**Metal 1**

The bar under the picture is 20 µm long.
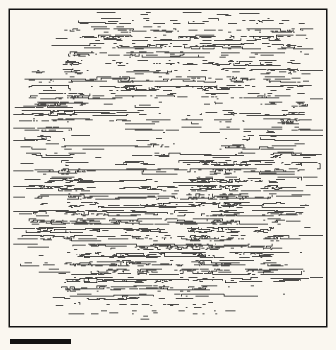
**Track usage over the die**

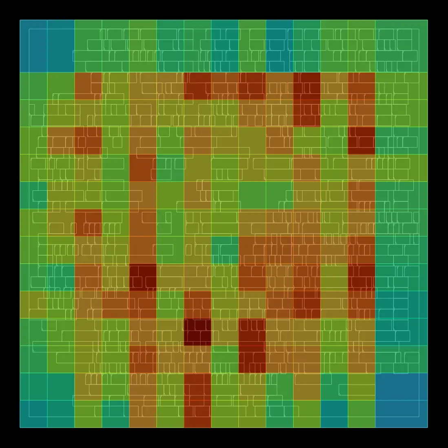
**Metal 2**

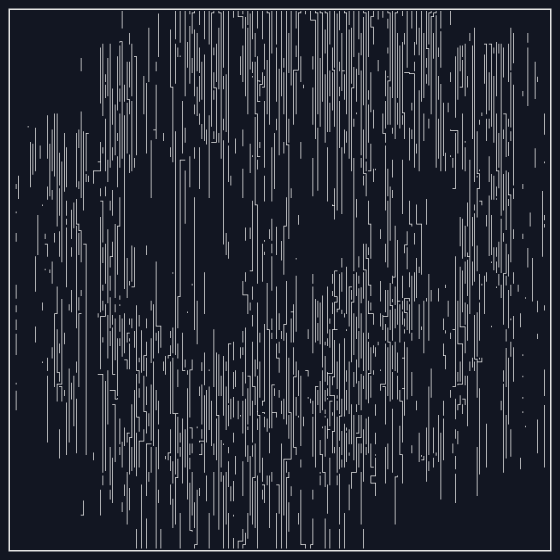
**Metal 3**

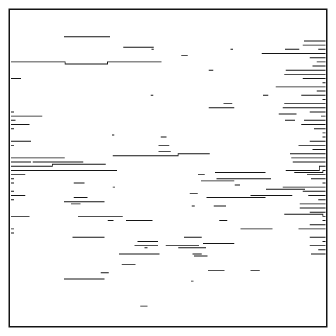
[config.mk]
export PLATFORM = sky130hd
export DESIGN_NAME = instr_encoder_loader
export DESIGN_NICKNAME = d
export VERILOG_FILES = /design/src/rtl/inst_pkg.sv /design/src/rtl/instr_packer.sv /design/src/rtl/instr_encoder_loader.sv
export SDC_FILE = /design/constraint.sdc
export NUM_CORES = 1
export LEC_CHECK = 0
export CORE_MARGIN = 2
export CORE_UTILIZATION = 50
export DETAILED_ROUTE_END_ITERATION = 10
export MAX_ROUTING_LAYER = met4
export PLACE_DENSITY = 0.95
export RECOVER_POWER = 25
export SYNTH_ARGS = -nofsm -noshare
export SYNTH_HDL_FRONTEND = slang
export SYNTH_SLANG_ARGS = --single-unit
[constraint.sdc]
create_clock -name clk -period 6.3 [get_ports clk]
set_clock_uncertainty 0.15 [all_clocks]
set_input_delay 0.945 -clock clk [delete_from_list [all_inputs] [get_ports clk]]
set_output_delay 0.945 -clock clk [all_outputs]
set_load 0.005 [all_outputs]
[src/rtl/inst_pkg.sv]
// Instruction-field encodings shared by the core's decoder and the program loader.
package inst_pkg;

    localparam logic [1:0] OP_CODE_DP  = 2'b00;
    localparam logic [1:0] OP_CODE_MEM = 2'b01;
    localparam logic [1:0] OP_CODE_B   = 2'b10;

    localparam logic [3:0] FUNCT_4_1_ADD = 4'b0100;
    localparam logic [3:0] FUNCT_4_1_SUB = 4'b0010;
    localparam logic [3:0] FUNCT_4_1_AND = 4'b0000;
    localparam logic [3:0] FUNCT_4_1_ORR = 4'b1100;

    localparam logic       FUNCT_0_LDR    = 1'b1;
    localparam logic       FUNCT_0_STR    = 1'b0;
    localparam logic       FUNCT_5_DP_REG = 1'b0;
    localparam logic [1:0] FUNCT_5_4_B    = 2'b10;

    localparam logic [3:0] COND_AL = 4'b1110;
    localparam logic [3:0] COND_NV = 4'b1111;

    typedef enum logic [1:0] {
        ST_IDLE  = 2'd0,
        ST_RUN   = 2'd1,
        ST_DRAIN = 2'd2,
        ST_DONE  = 2'd3
    } loader_state_e;

endpackage

[src/rtl/instr_packer.sv]
// Packs decoded fields into a 32-bit ARM-subset word and flags encodings the core
// cannot execute. Purely combinational.
module instr_packer
    import inst_pkg::*;
(
    input  logic [3:0]  cond,
    input  logic [1:0]  op,
    input  logic [5:0]  funct,
    input  logic [3:0]  rn,
    input  logic [3:0]  rd,
    input  logic [23:0] imm,
    output logic [31:0] word,
    output logic        illegal
);

    always_comb begin
        word    = {cond, op, funct, rn, rd, imm[11:0]};
        illegal = 1'b0;
        case (op)
            OP_CODE_DP: begin
                if (!(funct[4:1] inside {FUNCT_4_1_ADD, FUNCT_4_1_SUB,
                                         FUNCT_4_1_AND, FUNCT_4_1_ORR}))
                    illegal = 1'b1;
            end
            OP_CODE_MEM: begin
                illegal = 1'b0;
            end
            OP_CODE_B: begin
                // Branch keeps only the link/type bits of funct; the offset takes the rest.
                word = {cond, OP_CODE_B, funct[5:4], imm};
                if (funct[5:4] != FUNCT_5_4_B)
                    illegal = 1'b1;
            end
            default: illegal = 1'b1;
        endcase
        if (cond == COND_NV)
            illegal = 1'b1;
    end

endmodule

[src/rtl/instr_encoder_loader.sv]
// Streams decoded instruction fields into instruction memory as encoded words,
// one session at a time, starting from a programmable word-aligned base.
module instr_encoder_loader
    import inst_pkg::*;
#(
    parameter int ADDR_W = 32,
    parameter int DEPTH  = 64
) (
    input  logic                       clk,
    input  logic                       rst,
    input  logic                       start,
    input  logic [ADDR_W-1:0]          base_addr,
    input  logic                       finish,
    input  logic                       in_valid,
    output logic                       in_ready,
    input  logic [3:0]                 in_cond,
    input  logic [1:0]                 in_op,
    input  logic [5:0]                 in_funct,
    input  logic [3:0]                 in_rn,
    input  logic [3:0]                 in_rd,
    input  logic [23:0]                in_imm,
    output logic                       imem_we,
    output logic [ADDR_W-1:0]          imem_addr,
    output logic [31:0]                imem_wdata,
    output logic                       busy,
    output logic                       done,
    output logic                       err,
    output logic [$clog2(DEPTH+1)-1:0] word_count
);

    localparam int            CW   = $clog2(DEPTH + 1);
    localparam logic [CW-1:0] FULL = CW'(DEPTH);
    localparam logic [CW-1:0] LAST = CW'(DEPTH - 1);

    loader_state_e     state;
    logic [ADDR_W-1:0] addr_nxt_p0;
    logic [CW-1:0]     count_q;
    logic              err_q;
    logic [31:0]       word_p0;
    logic              illegal_p0;
    logic              accept_p0;
    logic              legal_wr_p0;
    logic              vld_p1;
    logic [ADDR_W-1:0] addr_p1;
    logic [31:0]       word_p1;

    instr_packer u_packer (
        .cond    (in_cond),
        .op      (in_op),
        .funct   (in_funct),
        .rn      (in_rn),
        .rd      (in_rd),
        .imm     (in_imm),
        .word    (word_p0),
        .illegal (illegal_p0)
    );

    // Stage p0: the beat is encoded combinationally and accepted against the word budget.
    assign in_ready    = (state == ST_RUN) && (count_q < FULL);
    assign accept_p0   = in_valid && in_ready;
    assign legal_wr_p0 = accept_p0 && !illegal_p0;

    always_ff @(posedge clk or posedge rst) begin
        if (rst) begin
            state       <= ST_IDLE;
            addr_nxt_p0 <= '0;
            count_q     <= '0;
            err_q       <= 1'b0;
            vld_p1      <= 1'b0;
            addr_p1     <= '0;
            word_p1     <= '0;
        end else begin
            // Stage p1: registered write; address and data hold between strobes.
            vld_p1 <= legal_wr_p0;
            if (legal_wr_p0) begin
                word_p1     <= word_p0;
                addr_p1     <= addr_nxt_p0;
                addr_nxt_p0 <= addr_nxt_p0 + ADDR_W'(4);
                count_q     <= count_q + CW'(1);
            end
            if (accept_p0 && illegal_p0)
                err_q <= 1'b1;

            case (state)
                ST_IDLE, ST_DONE: begin
                    if (start) begin
                        state       <= ST_RUN;
                        addr_nxt_p0 <= {base_addr[ADDR_W-1:2], 2'b00};
                        count_q     <= '0;
                        err_q       <= 1'b0;
                    end
                end
                ST_RUN: begin
                    // A beat arriving with finish is taken before the session closes.
                    if (finish || (legal_wr_p0 && count_q == LAST))
                        state <= ST_DRAIN;
                end
                ST_DRAIN: state <= ST_DONE;
                default:  state <= ST_IDLE;
            endcase
        end
    end

    assign imem_we    = vld_p1;
    assign imem_addr  = addr_p1;
    assign imem_wdata = word_p1;
    assign busy       = (state == ST_RUN) || (state == ST_DRAIN);
    assign done       = (state == ST_DONE);
    assign err        = err_q;
    assign word_count = count_q;

endmodule

==> summary.log <==
INFO  cts            tritoncts.num_buffers=9
INFO  synthesis      chip_area_in_the_yosys_report=0.00489mm²
INFO  timing         layout_worst_path_cycle_share=0.574
INFO  synthesis      common_cells=188 x nand2_1, 103 x dfrtp_1, 27 x o21ai_0
INFO  synthesis      post_synthesis_cells=544
INFO  floorplan      die_span_x=103µm
INFO  cts            cts-root-to-sink-buffers=2
INFO  synthesis      synth_area=0.00489mm²
INFO  cts            cts_tree=built
INFO  power          p_leak=2.92nW
INFO  cts            cts.repair.resized=0
INFO  floorplan      chip_area=0.0106mm²
INFO  timing         grt_setup_unrepaired=false
INFO  hold_path      worstHoldStart=imem_addr[25]$_DFFE_PP0P_
INFO  synthesis      postSynthAreaPerCell=8.99µm²
INFO  timing         worst_pin_slew=1.94ns
INFO  timing         max_clock_freq=277MHz
INFO  synthesis      ff_type=dfrtp_1
INFO  drt            routed_via_density=5.46
INFO  cts            cts.reportedPaths.clkPinSlew=0.09ns
INFO  placed_design  detailed_place_hpwl=9.13mm
INFO  cts            clock_sink_count=103
INFO  synthesis      yosysCellCount=544
INFO  cts            clk_root_buffer_cell=clkbuf_8
INFO  synthesis      ys.warnings.count=0
INFO  layout         share_of_final_layout_standard_cells_stronger_than_drive_strength_1=0.0354
INFO  outcome        failed_checks=capacitance limit, slew limit
INFO  power          power.density=402mW/mm²
INFO  layout         final_net_count=760
INFO  placed_design  port_buffers=152
INFO  timing         slew_viols_final=45
INFO  timing         total_setup_violations_reported_at_the_end_of_the_flow=0
INFO  timing         headroom_to_the_max_slew_limit=-0.303
INFO  cts            ctsHoldBuffers=0
INFO  grt            grt_start_max_net_pins=103
INFO  synthesis      synth-seq-cells=103
INFO  setup_path     timing.critical_path.to_type=flip-flop
INFO  timing         finalHoldViolations=0
INFO  cts            postCtsSetupRepairBufs=0
INFO  grt            grt.overflow.total=0
INFO  power          worst_ir_drop_vdd=0.000140V
INFO  layout         area_growth_syn_to_layout=35.4%
INFO  setup_path     worstPathRequired=6.42ns
INFO  synthesis      synth.distinct_cells=51
INFO  run            drv_cap=1
INFO  grt            antenna_found_initial=0
INFO  outcome        run_status=finished, violations left
INFO  layout         final_core_util=0.687
INFO  synthesis      synthDominantCellAreaShare=0.527
## Picture notes: 'metal 1'
wire length on this layer = 5,180 µm
nets with wire on the layer = 662
longest straight run = 29.9 µm
main direction = horizontal

## Picture notes: 'track usage over the die'
GRT Max-Usage Layer: met2
global routing usage summed across all routing layers: 0.250
met2 layer usage reported by global route: 0.406

## Picture notes: 'metal 2'
main direction = vertical
nets with wire on the layer = 653
longest straight run = 42.5 µm
share of all routed wire = 51%
wire length on this layer = 6,540 µm

## Picture notes: 'metal 3'
share of all routed wire = 7.0%
wire length on this layer = 901 µm
main direction = horizontal
longest straight run = 34.3 µm
nets with wire on the layer = 111
Global Route met3 Usage: 0.0475
routed vias: 4,432

where the power goes:
part | internal (mW) | leakage (nW) | total [mW] | switching [mW]
sequential | 0.955 | 1.27 | 1.18 | 0.228
combinational | 0.584 | 1.55 | 1.07 | 0.491
clock | 0.191 | 0.0896 | 0.402 | 0.210
cell usage in the layout, fill, tap and decap left out, types with 3 or more instances in the layout:
cell             Yosys  layout
inv_1                8       7
o41ai_1              3       3
nor3_1               3       3
nand3_1             12      12
clkbuf_8             0      10
and4_1               3       3
nor2_1              26      26
clkbuf_1            16       3
dfrtp_1            103     103
dlygate4sd3_1        0      28
o21ai_0             27      27
o31ai_1              9       9
nor4_1              12      12
buf_4                4       5
nand2_1            188     188
nand4_1              6       6
and2_1               5       5
and3_1               7       7
xnor2_1             19      19
nor2b_1              4       4
or4_1                9       9
a31oi_1             16      16
mux2i_1             13      13
ha_1                 4       4
clkdlybuf4s50_1      0     124
per-layer routing:
layer,vias to the layer above,global-route usage,routed length [µm]
met4,0,0.0850,208
met3,21,0.0475,900
met2,177,0.406,6540
li1,2098,-,-
met1,2136,0.317,5180
met5,-,-,0
worst max-delay path: stages:
cell             delay, ns
clkdlybuf4s50_1       0.51
nor2b_1               0.14
buf_4                 0.26
a221oi_2              0.10
buf_4                 0.22
or2_4                 0.27
buf_4                 0.39
or4_1                 0.63
a31oi_1               0.19
cell type report:
class / count / area, µm²
Multi-Input combinational cell: 395 / 2100
Sequential cell: 103 / 2580
Fill cell: 773 / 3020
Inverter: 9 / 35.0
Clock buffer: 13 / 149
Clock inverter: 1 / 30.0
Tap cell: 133 / 166
Timing Repair Buffer: 157 / 1560
worst paths after layout:
| check | slack [ns] | endpoint | depth (start not counted) |
|---|---|---|---|
| min reg2reg | 0.32 | imem_addr[25]$_DFFE_PP0P_ | 2 |
| min | 0.32 | imem_addr[25]$_DFFE_PP0P_ | 2 |
| max in group asynchronous | 3.11 | imem_wdata[0]$_DFFE_PP0P_ | 3 |
| min in group asynchronous | 1.38 | imem_wdata[13]$_DFFE_PP0P_ | 2 |
| max | 2.68 | addr_nxt_p0[25]$_DFF_PP0_ | 9 |
| max reg2reg | 3.28 | addr_nxt_p0[25]$_DFF_PP0_ | 9 |
sequential cells by signal, indices dropped and copies added, names as in the netlist:
name,cells
addr_nxt_p0,30
state,2
imem_addr,30
err,1
imem_we,1
word_count,7
imem_wdata,32
cell families (layout without fill, tap and decap cells):
logic type	Yosys count	after routing	share of synthesized area
flip-flops	103	103	0.527
AND-OR/OR-AND	69	69	0.0906
buffers and inverters	47	180	0.0450
adder cells (fa/ha/maj)	4	4	0.0102
AND/OR/NAND/NOR	288	288	0.266
XOR/XNOR	19	19	0.0340
other	1	2	0.000767
multiplexers	13	13	0.0266
through the flow:
step | hold WS (ns) | instance area [µm²] | setup WS [ns] | power [mW]
final | 0.324 | 6620 | 2.68 | 2.66
after global routing | 0.348 | 6620 | 2.49 | 2.86
after CTS | 0.334 | 6620 | 2.73 | 2.71
after detailed placement | 0.312 | 6440 | 2.37 | 2.31
after global placement | 0.307 | 6440 | 2.45 | 2.23
after floorplan | 0.303 | 4890 | 2.50 | 1.67
Power figures rest on the tool's default switching activity, not on a simulated workload.
